==> config.mk <==
export PLATFORM = sky130hd
export DESIGN_NAME = counter_param
export DESIGN_NICKNAME = d
export VERILOG_FILES = /design/src/rtl/counter_pkg.sv /design/src/rtl/counter_prescaler.sv /design/src/rtl/counter_param.sv
export SDC_FILE = /design/constraint.sdc
export NUM_CORES = 1
export LEC_CHECK = 0
export CORE_AREA = 8 8 45 47
export DETAILED_ROUTE_END_ITERATION = 6
export DIE_AREA = 0 0 53 55
export MAX_ROUTING_LAYER = met4
export PLACE_DENSITY = 0.67
export SKIP_LAST_GASP = 1
export SLEW_MARGIN = 5
export SYNTH_ARGS = -nofsm -noshare
export SYNTH_HDL_FRONTEND = slang
export SYNTH_SLANG_ARGS = --single-unit
==> constraint.sdc <==
create_clock -name clk -period 4.2 [get_ports clk]
set_input_delay 1.05 -clock clk [delete_from_list [all_inputs] [get_ports clk]]
set_output_delay 1.05 -clock clk [all_outputs]
set_load 0.01 [all_outputs]
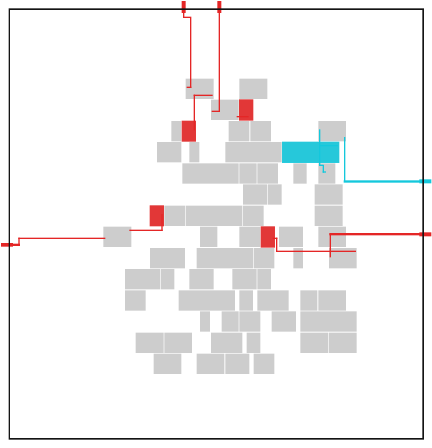
**Above:** wires at chosen ports, followed through buffers.
Key: in = red [bits 4, direction input, edge 2 north, 1 west, 1 east, end cells 4, buffers 4, wire 78.2 um]; ovf = cyan [bits 1, direction output, edge east, end cells 1, buffers 1, wire 23.4 um]
I/O pins: 17
IO buf count: 16

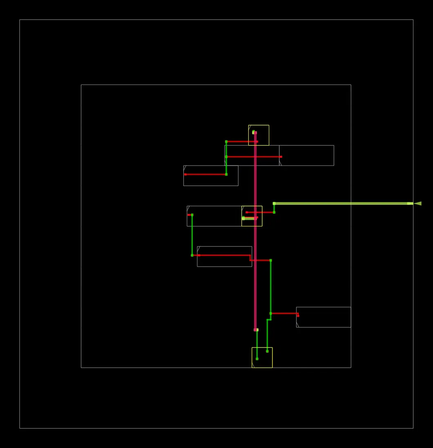
**Above:** clock nets.
Insertion Delay late pin: 0.25 ns
clock-net power: 0.0000556 W
flip-flops: 6
clkbuf count: 3
CTS Buf Count: 3

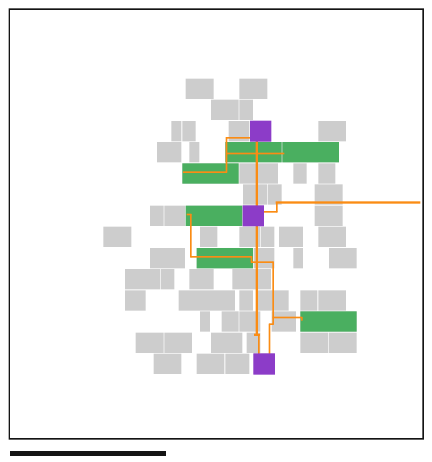
**Above:** clock network drawn from the DEF.
The bar under the picture is 20 um long.
Key: clock-net drivers = purple [count 3]; clock wires = orange [length 113 um]; flip-flops = green [count 6]
There are 4 routed clock nets. Position of the flops: center.
skew final: 0.00585 ns
Clock Power Share: 30.9%

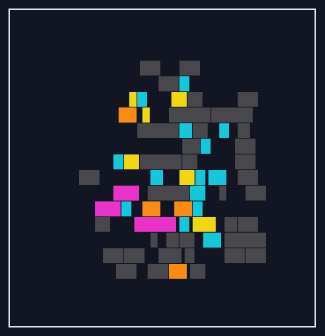
**Above:** gate-type map.
Key: nor cells = yellow [cells 6, most used nor3b_1]; aoi and oai cells = cyan [cells 14, most used a21oi_1, where center]; fa/ha/maj cells = magenta [cells 3, most used ha_1]; xor and xnor cells = orange [cells 4]
fin cells: 79
logic share of the area: 45.0%

==> flow_summary_export.csv <==
group,metric,value,unit
power_and_ir_drop,power_leader,"registers",
route,drtIter0Drc,3,
cts,tritoncts,"yes",
floorplan,core,1380,um^2
layout,area_growth,49.1,%
place,gp_congestion,0.712,
global_route,grt_usage,8.11,%
route,vias,393,
worst_setup_path,crit_buf_inv,2,
worst_setup_path,crit_family,"buffers and inverters",
power_and_ir_drop,power.density,300,nW/um^2
outcome,status,"complete, no violations",
worst_setup_path,crit_chain,"clkdlybuf4s50_1 -> or4_4 -> o21ai_2 -> clkdlybuf4s50_1",
power_and_ir_drop,p_total,0.000180,W
final_timing,setup_viol,0,
cts,h-tree-depth,1,
layout,largest_reg_flops,4,
global_route,grt_max_degree,11,
floorplan,die_x,53,um
cts,clk_pin_slew_worst_paths,0.04,ns
worst_setup_path,cp-end-kind,"primary output",
synthesis,yosys_area,403,um^2
synthesis,netlist_area,403,um^2
global_route,grt_pass1_wl,1.71,mm
final_timing,max_freq,270,MHz
final_timing,tightest_slew,0.308,ns
worst_setup_path,critPathMaxFanout,4,
route,dr.pass1.iters,4,
cts,cts_max_path_buffers,2,
synthesis,ys_cells,45,
synthesis,synth_cell_types,25,
layout,fill_cells,153,
floorplan,dieHeight,55,um
worst_setup_path,crit_slowest_cell,"clkdlybuf4s50_1",
floorplan,fp_util,29.1,%
final_timing,fin_ws,0.499,ns
worst_setup_path,reg2regPathDepth,5,
final_timing,fin_tns_setup,0,ns
floorplan,rows,14,
global_route,antenna_found_initial,0,
layout,antenna_cells,0,
worst_setup_path,cp.arrival,2.65,ns
worst_setup_path,critical_path.max_stage_delay,0.55,ns
synthesis,syn_area_per_cell,8.95,um^2
final_timing,relSlewSlack,79.4,%
route,wl,1.03,mm
power_and_ir_drop,pg_seq,0.0000690,W
final_timing,fin_crit_sh,88.1,%
place,place_inst,76,
layout,final_layout_top_logic_cells,"clkdlybuf4s50_1 (16), a21oi_1 (8), dfxtp_1 (6), nor3b_1 (3), clkbuf_4 (3)",
synthesis,synth_flops,6,
place,dpl_cell_area,578,um^2
final_timing,post-route-min-period,3.70,ns
power_and_ir_drop,leakagePower,0.248,nW
final_timing,fin_hold_ws,0.467,ns
route,wire_per_inst,13.0,um
place,dp_slack,0.479,ns
worst_setup_path,critical_path_class,"in2out",
power_and_ir_drop,max-vdd-ir-drop,88.0,uV
route,vias_per_cell,4.97,
cts,clkSinkCount,6,
synthesis,yosysSeqAreaShare,29.8,%
worst_hold_path,holdCritPathClass,"reg2reg",
layout,layout-drive-gt1-share,11.1,%
synthesis,yosys_warnings,0,
power_and_ir_drop,p_int,0.000127,W
synthesis,syn-instance-count,45,
place,hpwl,817,um
power_and_ir_drop,p_seq_share,38.3,%
power_and_ir_drop,switchingPower,0.0000534,W
final_timing,rsz0062_at_grt,"no",
global_route,grt-ovfl-total,0,
layout,final_area,601,um^2
==> worst reg2reg max path, cell delays in order, from the launching register on <==
cell and delay (ns):
dfxtp_1 0.44, ha_1 0.27, a21o_1 0.18, a21oi_1 0.19, xnor2_1 0.10, o31ai_1 0.20
==> synth_stat cells, drive strengths merged <==
library cell  instances  area (um^2)
a21oi                 8         40.0
dfxtp                 6          120
nor2                  3         18.8
nor3b                 3         22.5
and3                  2         13.8
ha                    2         25.0
inv                   2         7.51
o21ai                 2         13.8
o22ai                 2         12.5
xnor2                 2         17.5
xor2                  2         17.5
a21o                  1         7.51
a2bb2oi               1         8.76
and2                  1         6.26
and2b                 1         7.51
buf                   1         5.00
fa                    1         20.0
nand2b                1         6.26
nand3                 1         5.00
o31ai                 1         7.51
or3b                  1         8.76
or4                   1         11.3
==> metal layers <==
| layer | share of wire (%) | track usage, % | routed length [um] |
|---|---|---|---|
| met1 | 41 | 8.22 | 424 |
| met2 | 44 | 13.1 | 457 |
| met3 | 11 | 2.94 | 118 |
| met4 | 2.5 | 5.17 | 26 |
| met5 | 0 | - | 0 |
==> final cells by class <==
type                            count  area [um^2]  share of cell area, %
Sequential cell                     6          120                   20.0
Multi-Input combinational cell     36          270                   45.0
Tap cell                           16         20.0                   3.33
Inverter                            2         7.51                   1.25
Clock buffer                        3         22.5                   3.75
Timing Repair Buffer               16          160                   26.7
==> cells by family after synthesis <==
logic type / Yosys count / synth area share (%)
AOI/OAI and AO/OA: 15 / 22.4
and+or+nand+nor: 14 / 24.8
DFF: 6 / 29.8
xor gates and xnor gates: 4 / 8.70
buffers and inverters: 3 / 3.11
adders and majority gates: 3 / 11.2
Power is estimated from default activity; no workload was simulated.
